Fig. 1: run 1, logic cells by family
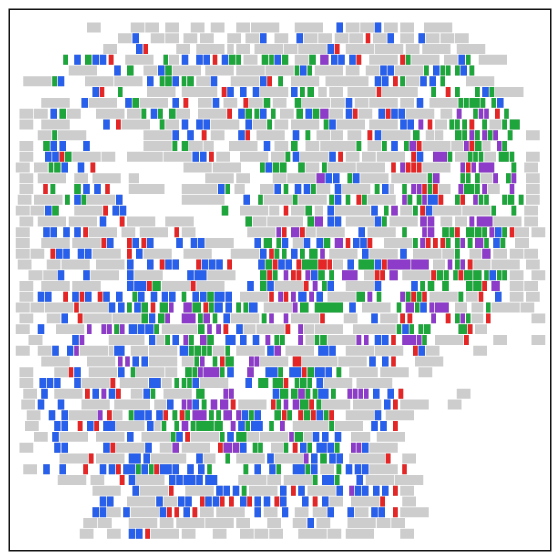
Fig. 2: run 1, sequential cells grouped by signal name
Bar = 50 um. Other sequential cells in the stronger grey, the rest of the logic in the fainter grey.
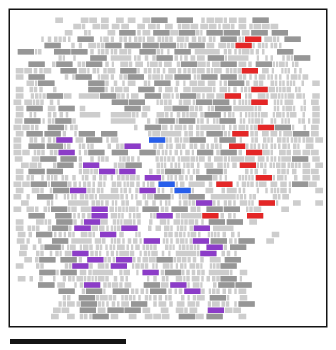
Fig. 3: run 1, routing congestion map
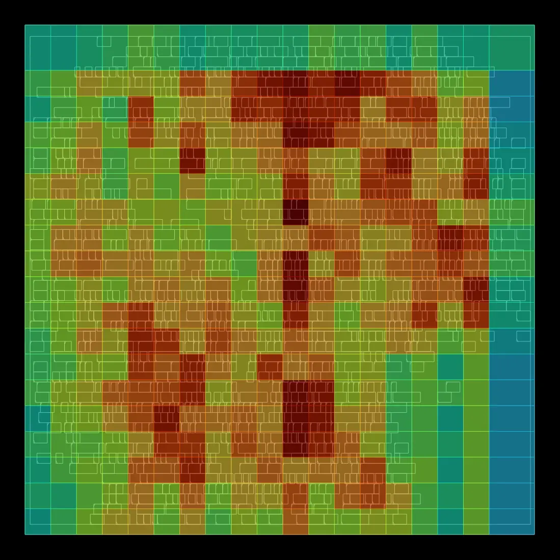
## src/rtl/tcni_rx_dma.sv

```systemverilog
// Receive DMA for the TCNI: takes header, size and payload flits from the
// local NoC port and writes payload flits to consecutive packet-memory words.
module tcni_rx_dma #(
    parameter int unsigned FLIT_W        = 32,
    parameter int unsigned ADDR_W        = 32,
    parameter int unsigned ADDR_STEP     = 4,
    parameter int unsigned MAX_PKT_FLITS = 64
) (
    input  logic              clock,
    input  logic              reset,
    input  logic [FLIT_W-1:0] noc_rx_data,
    input  logic              noc_rx_valid,
    output logic              noc_rx_ready,
    output logic              mem_wr_en,
    output logic [ADDR_W-1:0] mem_addr,
    output logic [FLIT_W-1:0] mem_wdata,
    input  logic              cpu_arm,
    input  logic [ADDR_W-1:0] cpu_base,
    input  logic              cpu_ack,
    output logic              rx_busy,
    output logic              rx_done,
    output logic [FLIT_W-1:0] rx_hdr,
    output logic [15:0]       rx_size,
    output logic              rx_trunc
);

    localparam int unsigned CNT_W = 16;
    localparam logic [CNT_W:0]    MAX_K = (CNT_W+1)'(MAX_PKT_FLITS);
    localparam logic [ADDR_W-1:0] STEP  = ADDR_W'(ADDR_STEP);

    typedef enum logic [2:0] {
        IDLE      = 3'd0,
        WAIT_HDR  = 3'd1,
        WAIT_SIZE = 3'd2,
        PAYLOAD   = 3'd3,
        FLUSH     = 3'd4,
        DONE      = 3'd5
    } state_t;

    state_t             state;
    logic [ADDR_W-1:0]  base;
    logic [ADDR_W-1:0]  wr_addr;
    logic [CNT_W-1:0]   k;
    logic               xfer;
    logic               arm_go;
    logic               under_max;

    // Handshake, arm qualification and truncation window
    always_comb begin
        xfer      = noc_rx_valid & noc_rx_ready;
        arm_go    = cpu_arm & ((state == IDLE) | ((state == DONE) & cpu_ack));
        under_max = ({1'b0, k} < MAX_K);
    end

    // Packet FSM; ready/busy/done are registered alongside the state they reflect
    always_ff @(posedge clock) begin
        if (!reset) begin
            state        <= IDLE;
            base         <= '0;
            wr_addr      <= '0;
            k            <= '0;
            noc_rx_ready <= 1'b0;
            mem_wr_en    <= 1'b0;
            mem_addr     <= '0;
            mem_wdata    <= '0;
            rx_busy      <= 1'b0;
            rx_done      <= 1'b0;
            rx_hdr       <= '0;
            rx_size      <= '0;
            rx_trunc     <= 1'b0;
        end else begin
            mem_wr_en <= 1'b0;
            if (arm_go) begin
                state        <= WAIT_HDR;
                base         <= cpu_base;
                rx_trunc     <= 1'b0;
                rx_hdr       <= '0;
                rx_size      <= '0;
                noc_rx_ready <= 1'b1;
                rx_busy      <= 1'b1;
                rx_done      <= 1'b0;
            end else begin
                case (state)
                    WAIT_HDR: begin
                        if (xfer) begin
                            rx_hdr <= noc_rx_data;
                            state  <= WAIT_SIZE;
                        end
                    end
                    WAIT_SIZE: begin
                        if (xfer) begin
                            rx_size <= noc_rx_data[15:0];
                            k       <= '0;
                            wr_addr <= base;
                            if (noc_rx_data[15:0] == 16'd0) begin
                                state        <= FLUSH;
                                noc_rx_ready <= 1'b0;
                            end else begin
                                state <= PAYLOAD;
                            end
                        end
                    end
                    PAYLOAD: begin
                        if (xfer) begin
                            k <= CNT_W'(k + 16'd1);
                            if (under_max) begin
                                mem_wr_en <= 1'b1;
                                mem_addr  <= wr_addr;
                                mem_wdata <= noc_rx_data;
                                wr_addr   <= ADDR_W'(wr_addr + STEP);
                            end else begin
                                rx_trunc <= 1'b1;
                            end
                            if (k == CNT_W'(rx_size - 16'd1)) begin
                                state        <= FLUSH;
                                noc_rx_ready <= 1'b0;
                            end
                        end
                    end
                    FLUSH: begin
                        state   <= DONE;
                        rx_busy <= 1'b0;
                        rx_done <= 1'b1;
                    end
                    DONE: begin
                        if (cpu_ack) begin
                            state   <= IDLE;
                            rx_done <= 1'b0;
                        end
                    end
                    default: begin
                        state        <= IDLE;
                        noc_rx_ready <= 1'b0;
                        rx_busy      <= 1'b0;
                        rx_done      <= 1'b0;
                    end
                endcase
            end
        end
    end

endmodule

```

## config.mk

```make
export PLATFORM = sky130hd
export DESIGN_NAME = tcni_rx_dma
export DESIGN_NICKNAME = d
export VERILOG_FILES = /design/src/rtl/tcni_rx_dma.sv
export SDC_FILE = /design/constraint.sdc
export NUM_CORES = 1
export LEC_CHECK = 0
export ABC_AREA = 1
export CORE_UTILIZATION = 50
export CTS_CLUSTER_DIAMETER = 200
export DETAILED_ROUTE_END_ITERATION = 10
export GPL_ROUTABILITY_DRIVEN = 1
export PLACE_DENSITY = 0.86
export SLEW_MARGIN = 10
export SYNTH_ARGS = -nofsm -noshare
export SYNTH_HDL_FRONTEND = slang
export SYNTH_SLANG_ARGS = --single-unit
```

## constraint.sdc

```tcl
create_clock -name clock -period 4.9 [get_ports clock]
set_input_delay 0.98 -clock clock [delete_from_list [all_inputs] [get_ports clock]]
set_output_delay 0.98 -clock clock [all_outputs]
set_load 0.03 [all_outputs]
```

==> results_dict.tcl, run 1 <==
# place-and-route summary
set metrics [dict create \
    grt_start_max_net_pins 90 \
    drtPass1Iterations 5 \
    clk_pin_slew_ns 0.07 \
    io_buffers 185 \
    antenna_found_initial 0 \
    hpwl_um 17300 \
    worstMarginPinSlew_ns 1.07 \
    cp-start-kind "flop" \
    slowest_delay_ns 0.64 \
    async_flop_share_pct 0 \
    arrival_ns 3.49 \
    dieHeight_um 136 \
    synth_area_sq_um 9020 \
    top_cells_by_count "nand2_1 (207), dfxtp_1 (200), a21oi_1 (175), inv_1 (151), o21ai_0 (141)" \
    rows 48 \
    ys_chip_area_sq_um 9020 \
    wl_per_cell_um 15.4 \
    clock-sinks 200 \
    r2r_start "state[2]" \
    routed_wl_um 25100 \
    gp_congestion 0.922 \
    fillCellCount 1452 \
    synth_nets 1316 \
    period_used_pct 64.7 \
    final-hold-violation-count 0 \
    crit_fanout 89 \
    fin_crit_ns 3.17 \
    cp-end-kind "flop" \
    cts_resized 0 \
    antenna_cells 0 \
    crit_chain "inv_2 > nand2_4 > inv_4 > nand2_2 > nor2_2 > nand2_4 > nand2_8 > inv_4 > a21oi_1 > o21ai_0 > a21oi_1" \
    drc 0 \
    drive_gt1_share_pct 6.20 \
    vdd_drop_max_v 0.000286 \
    max_cap_viol_count 0 \
    ys_types 43 \
    synth_cells 1244 \
    rsz0062_at_grt "no" \
    ys_cells 1244 \
    edf_count 0 \
    largest_area_cell "dfxtp_1" \
    grt_pass1_wl_um 39900 \
    place_ws_ns 1.46 \
    hp-start "mem_wdata[15]" \
    required_ns 5.22 \
    critPathTopFamily "simple AND/OR/NAND/NOR gates" \
    die_w_um 136 \
    drtAntennaViolNets 0 \
    drv_slew 0 \
    status "complete, no violations" \
    powerDensity_nw_per_um2 360 \
    dieArea_sq_um 18600 \
    first_global_vias 8155 \
    gr-total-overflow 0 \
    ys_ff 200 \
    ys_warn_count 0 \
    num-nets-final 1463 \
    vias 8905 \
    coreArea_sq_um 17500 \
    layout_setup_ws_ns 1.73 \
    flop_cell "dfxtp_1" \
    avgSynthCellArea_sq_um 7.25 \
    cts_hold_buf 0 \
    relSlewSlack_pct 28.3 \
    setup_violations 0 \
    drt_iter0_drc 731 \
    timing.critical_path.from "state[2]" \
    warnings 26 \
    clock_tree.root_cell "clkbuf_16" \
    tns_ns 0 \
    cp_num_buf_inv 3 \
    h-tree-depth 4 \
    area_leaders "dfxtp_1 (44%), a21oi_1 (9.7%), nand2_1 (8.6%)" \
    min_path_type "reg2reg" \
    max_freq_ghz 0.315 \
    most_common_cell "nand2_1" \
    critPathKind "reg2reg" \
    cts_made_buffers 17 \
    ys_seq_share_pct 44.4 \
    fp-utilization_pct 51.6 \
    io_pins 186 \
    area_growth_pct 27.7 \
    fin_skew_ns 0.0108 \
    critPathSlowestCell "nand2_4" \
    cts_tree "done" \
    top_area_share_pct 44.4 \
    leakagePower_uw 0.00409 \
    cts_max_path_buffers 2 \
    clk_latency_ns 0.44 \
    post_cts_buffers 0 \
    seqCellArea_sq_um 4000 \
    viasPerCell 5.47 \
    mi_logic_area_sq_um 4140 \
]
## Picture notes: Fig. 1
green -> nand cells  # cells 298
purple -> nor cells  # cells 129
blue -> aoi and oai cells  # cells 354
red -> inv cells  # cells 158, where widely spread

## Picture notes: Fig. 2
blue -> state  # placed flops 3
red -> k  # placed flops 16
purple -> wr_addr  # placed flops 32
not coloured = 149

## Picture notes: Fig. 3
GR peak layer: met2
overall routing resource usage: 27.3%
Core Util, Final: 65.9%
GR Util met3: 4.77%
met1 track demand over resource: 36.0%

## run 1: worst min-delay path, cell delays in order, from the launching register on
cell and delay, ns:
dfxtp_1 0.31, inv_1 0.04, a21oi_1 0.05
## run 1: routing by layer
| layer | track usage (%) | vias to the layer above | routed length (um) | part of all wire (%) |
|---|---|---|---|---|
| li1 | - | 4369 | - | - |
| met1 | 36.0 | 4050 | 10600 | 42 |
| met2 | 42.6 | 423 | 11600 | 46 |
| met3 | 4.77 | 63 | 1960 | 7.8 |
| met4 | 14.2 | 0 | 919 | 3.7 |
| met5 | 0 | - | 0 | 0 |
## run 1: placed cells by master (no fill, tap or decap), drive strengths merged, types with 5 or more instances in the layout
master and n:
nand3 63, xor2 16, clkdlybuf4s50 184, nand4 12, nor2 100, nor3 22
dfxtp 200, clkinvlp 5, a21oi 186, o21ai 150, nand3b 7, o211ai 6
clkbuf 20, nand2 216, nor4 7, xnor2 13, buf 8, inv 158
## run 1: final timing paths
check | cells after the start | slack (ns) | end
worst max-delay path | 11 | 1.73 | wr_addr[12]
worst min-delay path | 2 | 0.44 | mem_wdata[15]
worst max register to register | 11 | 1.73 | wr_addr[12]
worst min register to register | 2 | 0.44 | mem_wdata[15]
## run 1: where the power goes
part	total, uW	leakage [uW]	internal, uW	switching, uW
clock	1430	0.000274	814	617
sequential	1840	0.00162	1760	87.1
combinational	869	0.00220	282	588
total	4150	0.00409	2850	1290
## run 1: sequential cells by signal, summed over array words and instances (netlist names)
signal        cells
base             32
rx_busy           1
rx_size          16
wr_addr          32
mem_wr_en         1
rx_hdr           32
rx_trunc          1
mem_wdata        32
mem_addr         32
rx_done           1
state             3
noc_rx_ready      1
k                16
## run 1: cell families after synthesis
logic type | after synthesis | synth area share (%)
adder cells (fa/ha/maj) | 3 | 0.416
flip-flops | 200 | 44.4
AND/OR/NAND/NOR | 435 | 22.0
buffers and inverters | 222 | 9.78
AND-OR/OR-AND | 355 | 20.7
XOR/XNOR | 29 | 2.82
## run 1: layout make-up
cell class                      count  share of cell area (%)
Multi-Input combinational cell    822                    35.9
Sequential cell                   200                    34.8
Clock buffer                       20                    3.88
Inverter                          158                    5.19
Tap cell                          225                    2.44
Timing Repair Buffer              192                    16.5
Clock inverter                     11                    1.30
## run 1: per-stage QoR
step / area, sq um / cells / utilization [%] / hold WS (ns) / power [uW]
floorplan: 9020 / 1244 / - / 0.420 / 2460
detailed placement: 10900 / 1597 / 62.5 / 0.437 / 2740
global placement: 10900 / 1597 / 62.5 / 0.432 / 2710
global route: 11500 / 1628 / 65.9 / 0.467 / 4330
CTS: 11500 / 1628 / 65.9 / 0.446 / 4150
finish: 11500 / 1628 / 65.9 / 0.445 / 4150
==> run 2, diff against run 1 <==
==> constraint.sdc (replaced) <==
create_clock -name clock -period 3 [get_ports clock]
set_input_delay 0.6 -clock clock [delete_from_list [all_inputs] [get_ports clock]]
set_output_delay 0.6 -clock clock [all_outputs]
set_load 0.03 [all_outputs]
Fig. 4: run 2, signal wires on met4
Bar = 50 um.
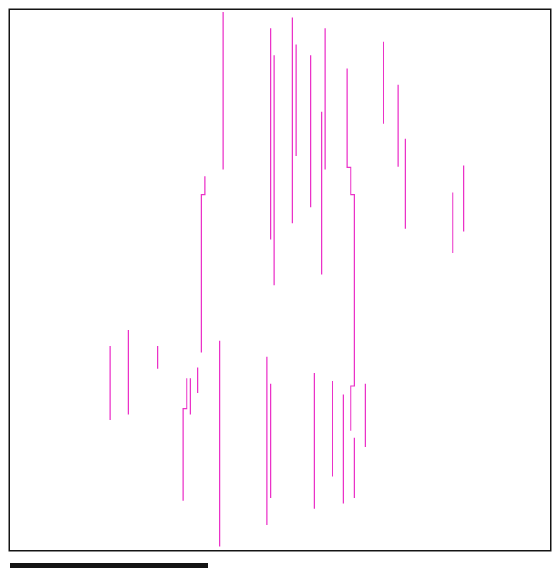
wire length on this layer = 907 um
share of all routed wire = 3.6%

Fig. 5: run 2, routing congestion map
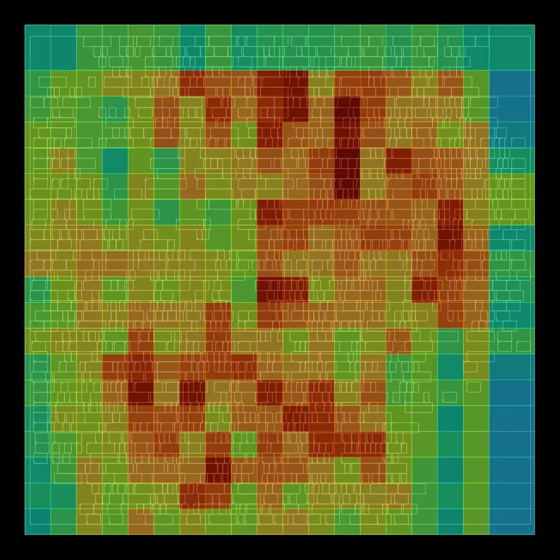
WL/cell: 15.2 um
overall routing resource usage: 27.2%
GR Util met2: 43.2%

==> results_dict.tcl, run 2 <==
# place-and-route summary
set metrics [dict create \
    status "complete, no violations" \
    viasPerCell 5.41 \
    rows 48 \
    synth_area_sq_um 9020 \
    antenna_found_initial 1 \
    drtPass1Iterations 6 \
    highest_layer "met4" \
    h-tree-depth 4 \
    area_leaders "dfxtp_1 (44%), a21oi_1 (9.7%), nand2_1 (8.6%)" \
    io_buffers 185 \
    critPathSlowestCell "dfxtp_1" \
    largest_area_cell "dfxtp_1" \
    die_w_um 136 \
    worstMarginPinSlew_ns 0.946 \
    drt_iter0_drc 702 \
    dieArea_sq_um 18600 \
    cts_hold_buf 0 \
    clk_pin_slew_ns 0.07 \
    routed_wl_um 24900 \
    arrival_ns 2.67 \
    gp_congestion 0.929 \
    coreArea_sq_um 17500 \
    crit_path_frequent_cell "nand2_1" \
    max_cap_viol_count 0 \
    hpwl_um 17300 \
    drtAntennaViolNets 0 \
    placed_area_sq_um 11000 \
    synth_cells 1244 \
    ys_sh_adder_pct 0.416 \
    min_path_type "reg2reg" \
    layout_top_cell "nand2_1" \
    leakagePower_uw 0.00417 \
    cp-start-kind "flop" \
    top_cells_by_count "nand2_1 (207), dfxtp_1 (200), a21oi_1 (175), inv_1 (151), o21ai_0 (141)" \
    clock_tree.root_cell "clkbuf_16" \
    crit_fanout 5 \
    warnings 26 \
    vias 8847 \
    drive_gt1_share_pct 6.61 \
    slowest_delay_ns 0.46 \
    max_freq_ghz 0.435 \
    muxShareOfSynthArea_pct 0 \
    drc 0 \
    place_ws_ns 0.414 \
    fp-utilization_pct 51.6 \
    mi_logic_area_sq_um 4140 \
    vdd_drop_max_v 0.000413 \
    top_area_share_pct 44.4 \
    fillCellCount 1445 \
    period_used_pct 76.6 \
    relSlewSlack_pct 36.9 \
    cts_max_path_buffers 2 \
    critPathKind "reg2reg" \
    layout_top_cells "nand2_1 (206), dfxtp_1 (200), clkdlybuf4s50_1 (184)" \
    ys_chip_area_sq_um 9020 \
    cp_num_buf_inv 1 \
    design_area_sq_um 11600 \
    grt_start_max_net_pins 85 \
    place_inst 1602 \
    flop_cell "dfxtp_1" \
    wl_met3_um 1620 \
    ys_warn_count 0 \
    cts_resized 0 \
    powerDensity_nw_per_um2 596 \
    dr_wl_met2_um 11400 \
    most_common_cell "nand2_1" \
    clk_latency_ns 0.44 \
    final-hold-violation-count 0 \
    ys_sh_aoi_pct 20.7 \
    grt_pass1_wl_um 40000 \
    met1_length_um 11000 \
    ys_cells 1244 \
    crit_chain "ha_1 > nand2_1 > nor3_2 > nand4_1 > nor2_2 > nand4_1 > nand2_1 > inv_1 > o21ai_1 > nand2_1 > a21oi_1" \
    async_flop_share_pct 0 \
    cp-end-kind "flop" \
    rsz0062_at_grt "no" \
    tns_ns 0 \
    ys_ff 200 \
    dieHeight_um 136 \
    layout_setup_ws_ns 0.702 \
    xor_area_share_pct 2.82 \
    io_pins 186 \
    synth_nets 1316 \
    cts_made_buffers 17 \
    top_logic_kind "simple AND/OR/NAND/NOR gates" \
    cts_tree "done" \
    clock-sinks 200 \
    critPathTopFamily "simple AND/OR/NAND/NOR gates" \
    fin_crit_ns 2.30 \
    ys_types 43 \
    required_ns 3.37 \
    avgSynthCellArea_sq_um 7.25 \
    edf_count 0 \
    gr-total-overflow 0 \
    area_growth_pct 28.9 \
    post_cts_buffers 0 \
    fin_skew_ns 0.00906 \
    ys_seq_share_pct 44.4 \
    first_global_vias 8090 \
    seqCellArea_sq_um 4000 \
    setup_violations 0 \
    drv_slew 0 \
    simple_gate_area_share_pct 22.0 \
    finalNonFillerCells 1634 \
    num-nets-final 1468 \
]
Fig. 6: run 2, signal wires by layer
Only two layers are drawn.
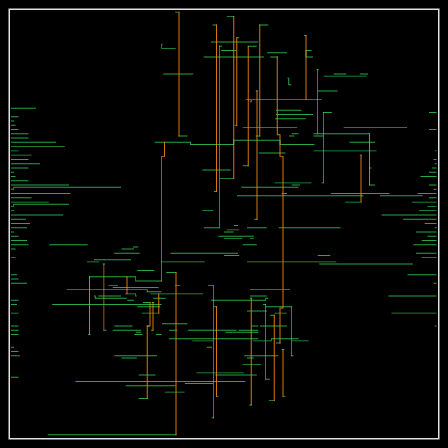
green -> M3  # wire length 1620 um
orange -> M4  # wire length 907 um

run 2: kinds of logic (layout without fill, tap and decap cells):
family,Yosys count,after routing
DFF,200,200
adders and majority gates,3,3
other,0,1
xor gates and xnor gates,29,29
buffers and inverters,222,386
and+or+nand+nor,435,435
AOI/OAI and AO/OA,355,355
run 2: final timing paths:
kind	startpoint	to	slack, ns	cells after the start
hold reg to reg	mem_addr[23]	mem_addr[23]	0.44	2
hold / removal	mem_addr[23]	mem_addr[23]	0.44	2
setup / recovery	wr_addr[2]	wr_addr[26]	0.70	11
setup reg to reg	wr_addr[2]	wr_addr[26]	0.70	11
run 2: worst reg2reg max path: stages, from the launching register on:
cell and delay [ns]:
dfxtp_1 0.46, ha_1 0.26, nand2_1 0.11, nor3_2 0.27
nand4_1 0.22, nor2_2 0.26, nand4_1 0.19, nand2_1 0.12
inv_1 0.04, o21ai_1 0.12, nand2_1 0.07, a21oi_1 0.11
run 2: metrics by stage:
stage / hold slack (ns) / utilization (%) / total power, uW
2_1_floorplan: 0.420 / - / 4020
3_3_place_gp: 0.430 / 62.9 / 4470
3_5_place_dp: 0.436 / 62.9 / 4500
4_1_cts: 0.447 / 66.5 / 6920
5_1_grt: 0.469 / 66.5 / 7220
6_report: 0.443 / 66.5 / 6930
run 2: power by group:
part           internal (uW)  leakage (uW)  switching (uW)
Sequential              2870       0.00162             136
Clock                   1440      0.000311            1020
Combinational            487       0.00224             968
run 2: cell type report:
| class | count | area share, % |
|---|---|---|
| flip-flops and latches | 200 | 34.4 |
| clock buffers | 20 | 3.93 |
| repair buffers | 197 | 17.0 |
| well taps | 225 | 2.42 |
| multi-input cells | 822 | 35.6 |
| inverters | 158 | 5.14 |
| clock inverters | 11 | 1.46 |
| diodes | 1 | 0.0215 |
run 2: routing by layer:
layer  GRT usage (%)  up-vias
met5               0        -
met1            35.7     4054
met2            43.2      352
met3            5.26       64
li1                -     4377
met4            11.8        0
Power is estimated from default activity; no workload was simulated.
